<file path="config.mk">
export PLATFORM = sky130hd
export DESIGN_NAME = seven_seg_scanner
export DESIGN_NICKNAME = d
export VERILOG_FILES = /design/src/rtl/seven_seg_pkg.sv /design/src/rtl/seven_seg_scanner_bcd.sv /design/src/rtl/seven_seg_scanner.sv
export SDC_FILE = /design/constraint.sdc
export NUM_CORES = 1
export LEC_CHECK = 0
export CELL_PAD_IN_SITES_DETAIL_PLACEMENT = 1
export CELL_PAD_IN_SITES_GLOBAL_PLACEMENT = 1
export CORE_MARGIN = 5
export CORE_UTILIZATION = 42
export DETAILED_ROUTE_END_ITERATION = 8
export PLACE_DENSITY = 0.86
export SLEW_MARGIN = 10
export SYNTH_ARGS = -nofsm -noshare
export SYNTH_HDL_FRONTEND = slang
export SYNTH_SLANG_ARGS = --single-unit
</file>
<file path="constraint.sdc">
create_clock -name clk -period 2.91 [get_ports clk]
set_input_delay 0.4365 -clock clk [delete_from_list [all_inputs] [get_ports clk]]
set_output_delay 0.4365 -clock clk [all_outputs]
set_load 0.005 [all_outputs]
</file>
<file path="src/rtl/seven_seg_pkg.sv">
// Shared types and constants for the four-digit seven-segment scan controller.
package seven_seg_pkg;

  typedef enum logic {
    DEADT = 1'b0,
    DRIVE = 1'b1
  } scan_state_t;

  localparam logic [3:0] BLANK_NIBBLE = 4'hF;
  localparam logic [3:0] AN_OFF       = 4'b1111;
  localparam logic [6:0] SEG_OFF      = 7'b1111111;
  localparam int         CNT_W        = 20;

  // True when any of the four BCD nibbles lies outside 0..9.
  function automatic logic has_invalid(input logic [15:0] v);
    logic r;
    r = 1'b0;
    for (int i = 0; i < 4; i++) begin
      if (v[i*4 +: 4] > 4'd9) begin
        r = 1'b1;
      end else begin
        r = r;
      end
    end
    return r;
  endfunction

endpackage

</file>
<file path="src/rtl/seven_seg_scanner_bcd.sv">
// Active-low BCD to seven-segment decoder, segments ordered {a..g}.
module BCDtoSevenseg
  import seven_seg_pkg::*;
(
  input  logic [3:0] i_bcd,
  output logic [6:0] o_seg
);

  // Segment pattern lookup; non-decimal codes leave the digit dark.
  always_comb begin
    o_seg = SEG_OFF;
    case (i_bcd)
      4'd0:    o_seg = 7'b0000001;
      4'd1:    o_seg = 7'b1001111;
      4'd2:    o_seg = 7'b0010010;
      4'd3:    o_seg = 7'b0000110;
      4'd4:    o_seg = 7'b1001100;
      4'd5:    o_seg = 7'b0100100;
      4'd6:    o_seg = 7'b0100000;
      4'd7:    o_seg = 7'b0001111;
      4'd8:    o_seg = 7'b0000000;
      4'd9:    o_seg = 7'b0000100;
      default: o_seg = SEG_OFF;
    endcase
  end

endmodule

</file>
<file path="src/rtl/seven_seg_scanner.sv">
// Time-multiplexed scanner for a four-digit common-anode display with dead time,
// leading-zero blanking and frame-atomic double-buffered updates.
module seven_seg_scanner
  import seven_seg_pkg::*;
#(
  parameter int DIV  = 50000,
  parameter int DEAD = 2
) (
  input  logic        clk,
  input  logic        reset,
  input  logic [15:0] value,
  input  logic        load,
  input  logic [3:0]  dp_in,
  input  logic        blank_lz,
  output logic [3:0]  an,
  output logic [6:0]  seg,
  output logic        dp,
  output logic [3:0]  bcd_out,
  output logic        invalid
);

  localparam logic [CNT_W-1:0] CNT_LAST  = CNT_W'(DIV - 1);
  localparam logic [CNT_W-1:0] DEAD_LAST = CNT_W'(DEAD - 1);

  logic [CNT_W-1:0] r_cnt;
  logic [1:0]       r_dig;
  scan_state_t      r_state;
  scan_state_t      w_state_nxt;
  logic [15:0]      r_pend_val;
  logic [3:0]       r_pend_dp;
  logic [15:0]      r_disp_val;
  logic [3:0]       r_disp_dp;
  logic [3:0]       r_an;
  logic [3:0]       r_bcd;
  logic             r_dp;
  logic             r_invalid;
  logic             w_cnt_wrap;
  logic             w_frame_end;
  logic [15:0]      w_disp_val_nxt;
  logic [3:0]       w_disp_dp_nxt;
  logic [3:0]       w_nib;
  logic             w_blank;
  logic [3:0]       w_an_nxt;
  logic [3:0]       w_bcd_nxt;
  logic             w_dp_nxt;

  assign w_cnt_wrap  = (r_cnt == CNT_LAST);
  assign w_frame_end = w_cnt_wrap & (r_dig == 2'd3);

  // Slot counter and digit index; the digit advances when the slot wraps.
  always_ff @(posedge clk) begin
    if (reset) begin
      r_cnt <= '0;
      r_dig <= 2'd0;
    end else if (w_cnt_wrap) begin
      r_cnt <= '0;
      r_dig <= r_dig + 2'd1;
    end else begin
      r_cnt <= r_cnt + CNT_W'(1);
    end
  end

  // Scan FSM state register.
  always_ff @(posedge clk) begin
    if (reset) begin
      r_state <= DEADT;
    end else begin
      r_state <= w_state_nxt;
    end
  end

  // Scan FSM next state: dead time leads each slot, drive until the slot wraps.
  always_comb begin
    w_state_nxt = r_state;
    case (r_state)
      DEADT: begin
        if (r_cnt == DEAD_LAST) begin
          w_state_nxt = DRIVE;
        end else begin
          w_state_nxt = DEADT;
        end
      end
      DRIVE: begin
        if (w_cnt_wrap) begin
          w_state_nxt = DEADT;
        end else begin
          w_state_nxt = DRIVE;
        end
      end
      default: w_state_nxt = DEADT;
    endcase
  end

  // A load coinciding with the frame boundary bypasses the pending buffer.
  always_comb begin
    w_disp_val_nxt = r_pend_val;
    w_disp_dp_nxt  = r_pend_dp;
    if (load) begin
      w_disp_val_nxt = value;
      w_disp_dp_nxt  = dp_in;
    end else begin
      w_disp_val_nxt = r_pend_val;
      w_disp_dp_nxt  = r_pend_dp;
    end
  end

  // Pending/display buffers and the per-frame invalid flag.
  always_ff @(posedge clk) begin
    if (reset) begin
      r_pend_val <= 16'h0000;
      r_pend_dp  <= 4'b0000;
      r_disp_val <= 16'h0000;
      r_disp_dp  <= 4'b0000;
      r_invalid  <= 1'b0;
    end else begin
      if (load) begin
        r_pend_val <= value;
        r_pend_dp  <= dp_in;
      end
      if (w_frame_end) begin
        r_disp_val <= w_disp_val_nxt;
        r_disp_dp  <= w_disp_dp_nxt;
        r_invalid  <= has_invalid(w_disp_val_nxt);
      end
    end
  end

  assign w_nib = r_disp_val[{r_dig, 2'b00} +: 4];

  // Leading-zero blanking: a digit is dark when it and every digit above it are zero.
  always_comb begin
    w_blank = 1'b0;
    case (r_dig)
      2'd3:    w_blank = blank_lz & (r_disp_val[15:12] == 4'd0);
      2'd2:    w_blank = blank_lz & (r_disp_val[15:8] == 8'd0);
      2'd1:    w_blank = blank_lz & (r_disp_val[15:4] == 12'd0);
      default: w_blank = 1'b0;
    endcase
  end

  // Next output values for the current digit slot.
  always_comb begin
    w_an_nxt  = AN_OFF;
    w_bcd_nxt = BLANK_NIBBLE;
    w_dp_nxt  = 1'b1;
    if ((r_state == DRIVE) && !w_blank) begin
      w_an_nxt  = ~(4'b0001 << r_dig);
      w_bcd_nxt = w_nib;
      w_dp_nxt  = ~r_disp_dp[r_dig];
    end else begin
      w_an_nxt  = AN_OFF;
      w_bcd_nxt = BLANK_NIBBLE;
      w_dp_nxt  = 1'b1;
    end
  end

  // Output registers.
  always_ff @(posedge clk) begin
    if (reset) begin
      r_an  <= AN_OFF;
      r_bcd <= BLANK_NIBBLE;
      r_dp  <= 1'b1;
    end else begin
      r_an  <= w_an_nxt;
      r_bcd <= w_bcd_nxt;
      r_dp  <= w_dp_nxt;
    end
  end

  assign an      = r_an;
  assign bcd_out = r_bcd;
  assign dp      = r_dp;
  assign invalid = r_invalid;

  BCDtoSevenseg u_dec (
    .i_bcd (r_bcd),
    .o_seg (seg)
  );

endmodule

</file>
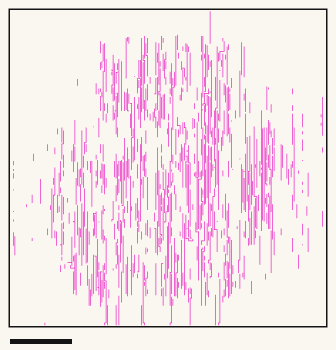
*Signal wires on met2, run 1*
Bar = 20 um.
wire length on this layer: 4140 um
nets with wire on the layer: 393
final WL: 8.80 mm
GRT met2 Usage: 29.5%
routed vias: 2962

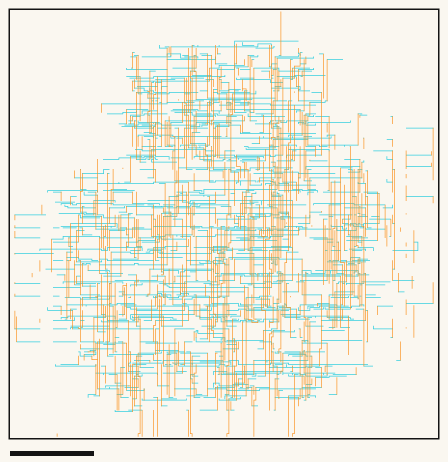
*Signal wires by layer, run 1*
Bar = 20 um. Two of the layers only.
| color | layer | wire length |
|---|---|---|
| orange | metal 2 | 4140 um |
| cyan | metal 1 | 4050 um |
Wirelength per Cell: 16.5 um
GRT Total Usage: 18.2%

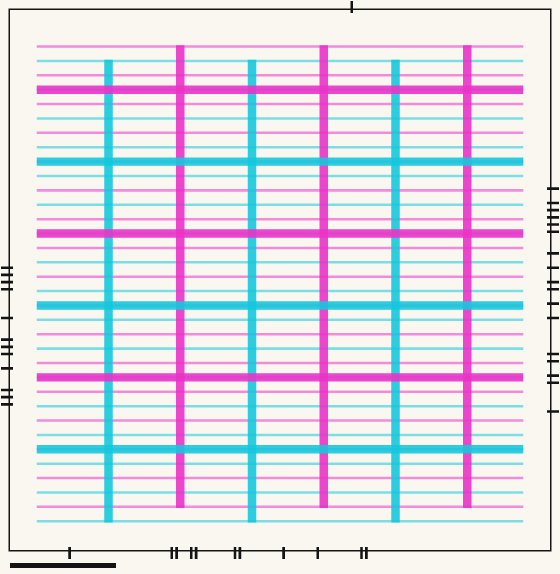
*Power grid, run 1*
Bar = 20 um. Pins as bars on the die edge.
| color | net |
|---|---|
| magenta | VDD |
| cyan | VSS |
met4 straps: 6
met1 rails: 34
rows: 33
die height: 102 um
IR drop worst, VDD: 0.182 mV
Core ar.: 8260 um^2

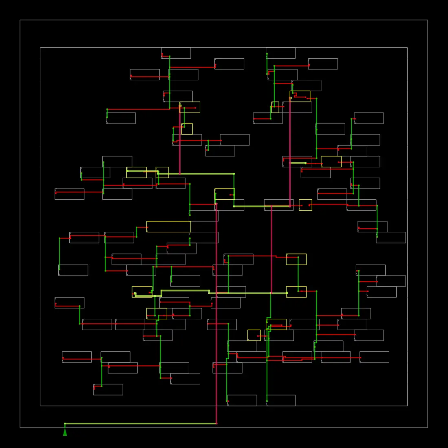
*Clock nets, run 1*
clk pwr: 852 uW
worst clock skew: 15.2 ps
CLK BUF: 10

==> out/metrics.cfg, run 1 <==
[placement]
gp_congestion = 0.848
hpwl_mm = 6.38
placed_cells = 519

[min_path]
worstHoldStart = r_disp_val[0]
whs_endpoint = r_disp_val[0]
hold_path_depth = 2

[timing]
period_used_pct = 89.3
rsz0062_at_grt = false
finalSetupTns_ps = 0
hold_violations = 0
period_minus_slack_ps = 2600
final.setup.worst_slack_ps = 311
setup_viol = 0
hold-worst-slack_ps = 489
slew_headroom_pct = 40.3

[yosys]
ys.warnings.count = 0
synth-compound-area-share_pct = 12.3
ys_seq_share_pct = 44.9
edf_count = 0
synth_cell_types = 39
fp_nets = 433
yosysTopAreaCell = dfxtp_1
syn_area_um2 = 3560
yosys_cells = 397
async_reset_ff_share_pct = 0
ys_sh_mux_pct = 7.97
ys_sh_adder_pct = 4.21
synth.cells.most_frequent = dfxtp_1 (80), nor2_1 (45), a21oi_1 (35), o21ai_0 (29), nand2_1 (21)
yosysTopAreaCellShare_pct = 44.9
xor_share_pct = 3.69

[layout]
design.seq.count = 80
postLayoutCoreUtil_pct = 51.0
largest_class = combinational gates
logic_gate_count = 279
drive_gt1_share_pct = 7.67
comb_area_share_pct = 42.5
n_all_buffers = 47
nNonClkInverters = 8
clock_area_share_pct = 4.90
diodes = 0
bufAreaShareNonClock_pct = 10.8
nNetsFinal = 461
fillers = 976

[clock_network]
ctsRootBufferMaster = clkbuf_8
cts_buffer_depth = 2
cts_sinks = 80
cts_tree = yes
postCtsSetupRepairBufs = 0
numCtsBuffers = 9

[global_route]
grt_pass1_wl_mm = 14.9
antenna_found_initial = 0
first_global_vias = 3061
grt_max_degree = 47
gr-total-overflow = 0

[setup_path]
cpPeakStageDelay_ps = 530
crit_start = r_dig[1]
cp_num_cells = 12
r2r_start = r_dig[1]
r2r_cells = 12
end_kind = flip-flop
cp_slowest_cell = dfxtp_1
cp.arrival_ps = 2870

[detailed_routing]
drt_drc_violations_left = 0
wl_met3_um = 410
route.met2.wl_mm = 4.14
ant_nets = 0
top_layer = met4
avgViaCountPerCell = 5.54
wirelength_met1_mm = 4.05
dr.pass1.iters = 4

[status]
status = finished clean

[flow_run]
drv_cap = 0
warning_count = 35

[floorplanning]
ios = 41
floorplan.core_util_pct = 43.2
chipArea_um2 = 10400
tapCellCount = 105

-- run 1: layer usage --
| metal | up-vias | track usage [%] |
|---|---|---|
| met5 | - | 0 |
| met2 | 75 | 29.5 |
| li1 | 1452 | - |
| met3 | 17 | 4.91 |
| met4 | 0 | 6.96 |
| met1 | 1418 | 23.3 |
-- run 1: sequential cells by signal, indices dropped and copies added, names as in the netlist --
name,cells
r_dig,2
u_dec.o_seg,7
bcd_out,4
r_disp_val,16
r_state,1
r_disp_dp,4
r_pend_val,16
r_cnt,20
r_pend_dp,4
dp,1
an,4
invalid,1
-- run 1: power breakdown --
group | leakage, uW | total, uW | internal (uW) | switching (uW)
Combinational | 0.000772 | 162 | 83.5 | 78.6
Sequential | 0.000651 | 1140 | 1130 | 15.4
Clock | 0.000102 | 852 | 423 | 430
==> inputs of run 2 (changes only) <==
CTS_CLUSTER_SIZE = 16   (was default)
MAX_ROUTING_LAYER = met4   (was default)
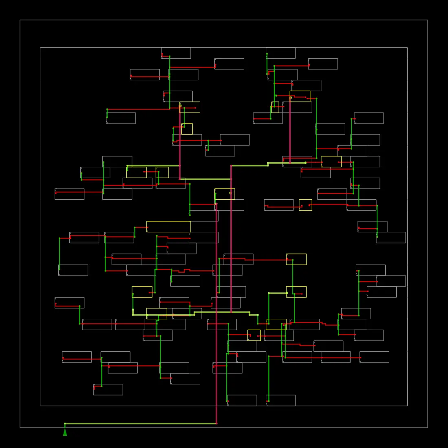
*Clock nets, run 2*
sequential cell count: 80
Worst-Skew Late Latency: 360 ps
clk pwr: 845 uW
CTS Buf Count: 9
# clock sinks: 80

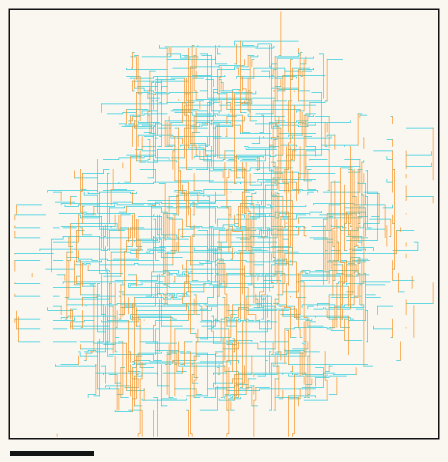
*Signal wires by layer, run 2*
Bar = 20 um. Two of the layers only.
| color | layer | wire length |
|---|---|---|
| orange | metal 2 | 4110 um |
| cyan | metal 1 | 4120 um |
routed vias: 2952
Wirelength per Cell: 16.4 um
final WL: 8.76 mm

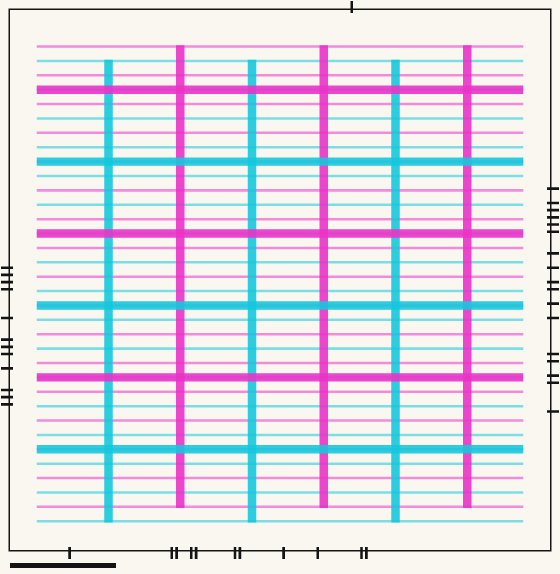
*Power grid, run 2*
Bar = 20 um. Pins as bars on the die edge.
| color | net |
|---|---|
| magenta | VDD |
| cyan | VSS |
rows: 33
met4 straps: 6
met5 straps: 6
Die X: 102 um
IR drop worst, VDD: 0.182 mV

==> run 2 against run 1 <==
Via count decreased by 0.34%. Final cell count unchanged. Synthesized cell count unchanged. Critical path depth stayed put. Critical endpoint unchanged. Largest cell class unchanged.
==> out/metrics.cfg, run 2 <==
[min_path]
worstHoldStart = r_disp_val[0]
whs_endpoint = r_disp_val[0]

[setup_path]
end_kind = flip-flop
r2r_cells = 12  ; unchanged
crit_start = r_dig[1]
r2r_start = r_dig[1]
cp.arrival_ps = 2860  ; about the same
cpPeakStageDelay_ps = 530  ; about the same
cp_slowest_cell = dfxtp_1
crit_chain = inv_1, ha_1, o41ai_1, nand4b_1, o21a_1, buf_4, nand2b_1, ha_1, inv_1, mux2_2, o2bb2ai_1, nand2_1

[timing]
setup_viol = 0  ; unchanged
period_used_pct = 89.4  ; +0.10 points
slew_headroom_pct = 41.3  ; +1.0 points
final.setup.worst_slack_ps = 308  ; -2.91 ps
hold_violations = 0  ; unchanged
hold-worst-slack_ps = 489  ; -0.150 ps
finalSetupTns_ps = 0  ; unchanged
skew_ps = 11.7  ; -3.58 ps
rsz0062_at_grt = false
period_minus_slack_ps = 2600  ; +2.91 ps

[status]
status = finished clean

[detailed_routing]
dr.pass1.iters = 4  ; unchanged
avgViaCountPerCell = 5.52  ; -0.34%
drt_drc_violations_left = 0  ; unchanged
ant_nets = 0  ; unchanged

[pwr]
p_sw_uw = 517  ; -1.3%
comb_power_share_pct = 7.6  ; about the same
swShare_pct = 24.1  ; -0.24 points
internal_power_uw = 1630  ; about the same
power_frac_seq_pct = 53.1  ; +0.2 points

[yosys]
ys.warnings.count = 0  ; unchanged
ys_seq_share_pct = 44.9  ; unchanged
yosys_cells = 397  ; unchanged
yosysTopAreaCell = dfxtp_1
syn_area_um2 = 3560  ; unchanged
fp_nets = 433  ; unchanged
yosysTopAreaCellShare_pct = 44.9  ; unchanged
edf_count = 0  ; unchanged

[global_route]
first_global_vias = 3060  ; -0.033%
grt_pass1_wl_mm = 14.9  ; -0.13%
antenna_found_initial = 0  ; unchanged
grt_max_degree = 47  ; unchanged
grt_usage_pct = 18.7  ; +0.47 points
gr-total-overflow = 0  ; unchanged

[flow_run]
warning_count = 35  ; unchanged
drv_cap = 0  ; unchanged

[layout]
bufAreaShareNonClock_pct = 10.8  ; unchanged
nNonClkInverters = 8  ; unchanged
n_all_buffers = 47  ; unchanged
final.clkbuf_count = 10  ; unchanged
nNetsFinal = 461  ; unchanged
drive_gt1_share_pct = 7.67  ; unchanged
comb_area_share_pct = 42.5  ; unchanged
regMostFlops = r_cnt
diodes = 0  ; unchanged
fillers = 976  ; unchanged
clock_area_share_pct = 4.90  ; unchanged
top_regs = r_cnt: 20 flops, r_disp_val: 16 flops, r_pend_val: 16 flops
postLayoutCoreUtil_pct = 51.0  ; unchanged
largest_class = combinational gates

[placement]
hpwl_mm = 6.38  ; unchanged
gp_congestion = 0.861  ; +1.6%
placed_cells = 519  ; unchanged

[floorplanning]
floorplan.core_util_pct = 43.2  ; unchanged
core_um2 = 8260  ; unchanged
tapCellCount = 105  ; unchanged
ios = 41  ; unchanged

[clock_network]
ctsRootBufferMaster = clkbuf_8
cts_tree = yes

==> run 2: routing by layer <==
layer	wire [um]	global-route usage [%]	vias to the layer above
li1	-	-	1453
met1	4120	23.6	1411
met2	4110	29.3	69
met3	336	4.30	19
met4	198	6.96	0
met5	0	-	-
==> run 2: cells by family after synthesis <==
group / share of synthesized area [%]
compound gates: 12.3
buf+inv: 4.88
simple gates: 22.0
fa+ha+maj: 4.21
flops: 44.9
xor+xnor: 3.69
mux: 7.97
==> run 2: power by group through the flow <==
stage	registers [uW]	clock network, uW	logic (uW)
CTS	1140	868	164
global placement	1170	0	157
detailed placement	1170	0	165
floorplan	1160	0	86.3
finish	1140	845	162
global route	1150	922	180
==> inputs of run 3 (changes only) <==
CORE_UTILIZATION = 48   (was 42)
DONT_BUFFER_PORTS = 1   (was default)
PLACE_DENSITY = 0.87   (was 0.86)
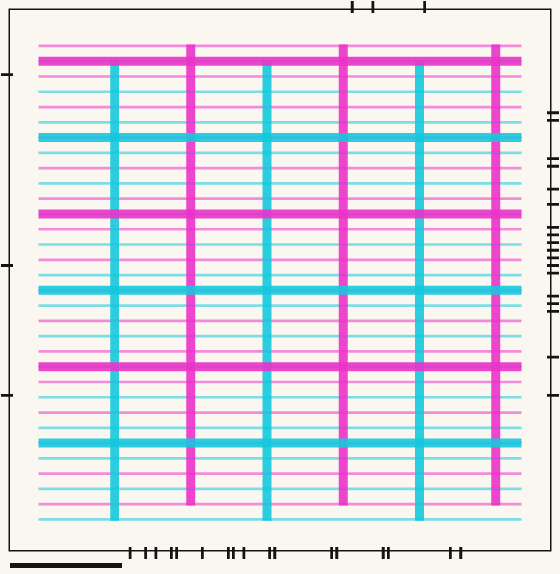
*Power grid, run 3*
Bar = 20 um. Pins as bars on the die edge.
| color | net |
|---|---|
| cyan | VSS |
| magenta | VDD |
rows: 31
met4 straps: 6
met5 straps: 6
met1 rails: 32
IR drop worst, VDD: 0.280 mV
Die X: 96.2 um
Core ar.: 7250 um^2
die height: 96.2 um

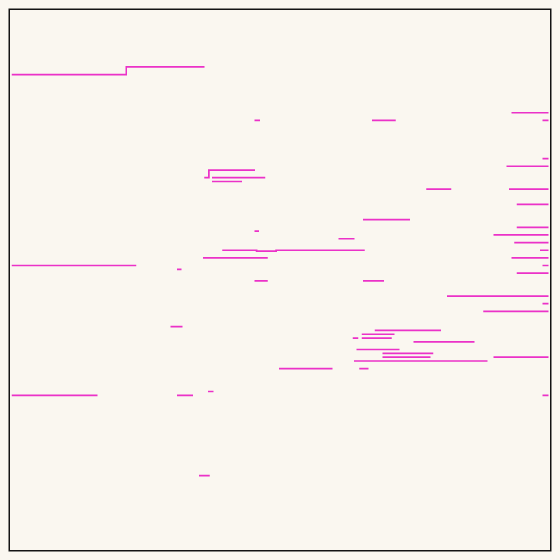
*M3 wires, run 3*
longest straight run: 23.5 um
share of all routed wire: 4.1%
main direction: horizontal
nets with wire on the layer: 36
wire length on this layer: 359 um
final WL: 8.78 mm
met3 Use GR: 4.61%

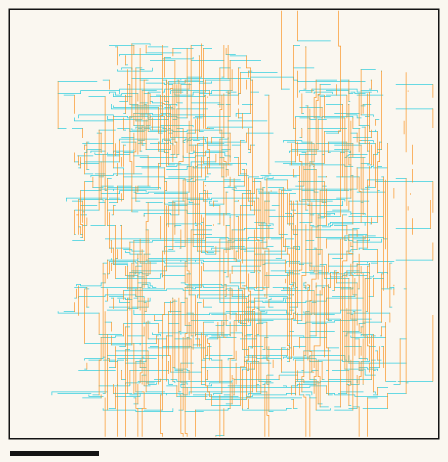
*Signal wires by layer, run 3*
Bar = 20 um. Two of the layers only.
| color | layer | wire length |
|---|---|---|
| cyan | metal 1 | 3690 um |
| orange | metal 2 | 4580 um |
GRT Total Usage: 20.8%
Wirelength per Cell: 18.1 um

==> run 3 against run 2 <==
First-iteration DRC count shrank 14%. Wire length grew 0.16%. Core utilization up 1.2 points. Final cell count is 9.2% lower. Largest cell class unchanged.
==> out/metrics.cfg, run 3 <==
[setup_path]
cpPeakStageDelay_ps = 540  ; about the same
crit_start = r_dig[1]
r2r_start = r_dig[1]
crit_chain = inv_1, ha_1, o41ai_1, nand4b_1, o21a_1, nor2b_1, ha_1, inv_1, mux2_2, o2bb2ai_1, nand2_1
end_kind = flip-flop
cp_slowest_cell = dfxtp_1
r2r_cells = 11  ; -1
cp.arrival_ps = 2860  ; about the same

[clock_network]
cts_sinks = 80  ; unchanged
clk-insertion-delay-late_ps = 360  ; about the same
ctsRootBufferMaster = clkbuf_8
cts_hold_buf = 0
cts_tree = yes

[placement]
placed_cells = 470  ; -9.4%
hpwl_mm = 6.10  ; -4.5%

[floorplanning]
ios = 41  ; unchanged
floorplan.core_util_pct = 49.1  ; +6.0 points
tapCellCount = 99  ; -5.7%

[global_route]
grt_busiest_layer = met2
globalRouteMet1Util_pct = 22.2  ; -1.4 points
first_global_vias = 2924  ; -4.4%
antenna_found_initial = 0  ; unchanged
gr-total-overflow = 0  ; unchanged
met2_usage_pct = 37.1  ; +7.9 points

[yosys]
edf_count = 0  ; unchanged
yosysTopAreaCellShare_pct = 44.9  ; unchanged
xor_share_pct = 3.69  ; unchanged
yosysTopAreaCell = dfxtp_1
yosys_cells = 397  ; unchanged
ys_sh_mux_pct = 7.97  ; unchanged
syn_area_um2 = 3560  ; unchanged
ys_sh_adder_pct = 4.21  ; unchanged
synth.cells.most_frequent = dfxtp_1 (80), nor2_1 (45), a21oi_1 (35), o21ai_0 (29), nand2_1 (21)
topCombFamilyByArea = simple AND/OR/NAND/NOR gates
ys.warnings.count = 0  ; unchanged
avgSynthCellArea_um2 = 8.98
yosysChipArea_um2 = 3560
synth-compound-area-share_pct = 12.3  ; unchanged
fp_nets = 433  ; unchanged
ys_seq_share_pct = 44.9  ; unchanged

[timing]
hold-worst-slack_ps = 148  ; -341 ps
hold_violations = 0  ; unchanged
period_minus_slack_ps = 2620  ; +20.1 ps
final.setup.worst_slack_ps = 288  ; -20.1 ps
slew_headroom_pct = 33.2  ; -8.1 points
period_used_pct = 90.1  ; +0.69 points
rsz0062_at_grt = false
finalSetupTns_ps = 0  ; unchanged
skew_ps = 14.3  ; +2.59 ps

[layout]
nNetsFinal = 418  ; -9.3%
diodes = 0  ; unchanged
postLayoutCoreUtil_pct = 52.2  ; +1.2 points
final.clkbuf_count = 11  ; +1
drive_gt1_share_pct = 7.75  ; +0.078 points
n_all_buffers = 4  ; -91%
nNonClkInverters = 8  ; unchanged
largest_class = combinational gates
layout_top_cell = dfxtp_1
regMostFlops = r_cnt
fillers = 845  ; -13%
top_regs = r_cnt: 20 flops, r_disp_val: 16 flops, r_pend_val: 16 flops
bufAreaShareNonClock_pct = 0.793  ; -10 points
clock_area_share_pct = 5.68  ; +0.78 points
design.seq.count = 80  ; unchanged
comb_area_share_pct = 47.2  ; +4.7 points

[detailed_routing]
ant_nets = 0  ; unchanged
avgViaCountPerCell = 5.82  ; +5.5%
drt_drc_violations_left = 0  ; unchanged
dr.pass1.iters = 4  ; unchanged
num_vias = 2829  ; -4.2%

[flow_run]
warning_count = 35  ; unchanged
drv_cap = 0  ; unchanged

[pwr]
internal_power_uw = 1610  ; -1.1%
swShare_pct = 23.9  ; -0.20 points
power_frac_seq_pct = 54.0  ; +0.9 points
p_sw_uw = 506  ; -2.2%

[status]
status = finished clean

## run 3: layer usage
layer  vias to the layer above  share of wire, %
met5                         -                 0
met4                         0               1.7
met3                        16               4.1
met2                        68                52
met1                      1374                42
li1                       1371                 -
## run 3: worst min-delay path by stage
stage,start,end,slack (ps)
4_1_cts,reset,r_pend_val[15],130
3_3_place_gp,r_dig[0],r_dig[0],450
3_5_place_dp,r_disp_val[0],r_disp_val[0],470
6_report,reset,r_disp_val[8],150
5_1_grt,reset,r_pend_val[9],120
2_1_floorplan,r_disp_dp[2],r_disp_dp[2],450
## run 3: power by group through the flow
stage               clock network [uW]  registers (uW)  logic, uW
floorplan                            0            1160       86.3
global placement                     0            1170       84.4
detailed placement                   0            1170       92.0
CTS                                888            1140       94.4
global route                       938            1150        105
finish                             884            1140       92.5
Power is estimated from default activity; no workload was simulated.
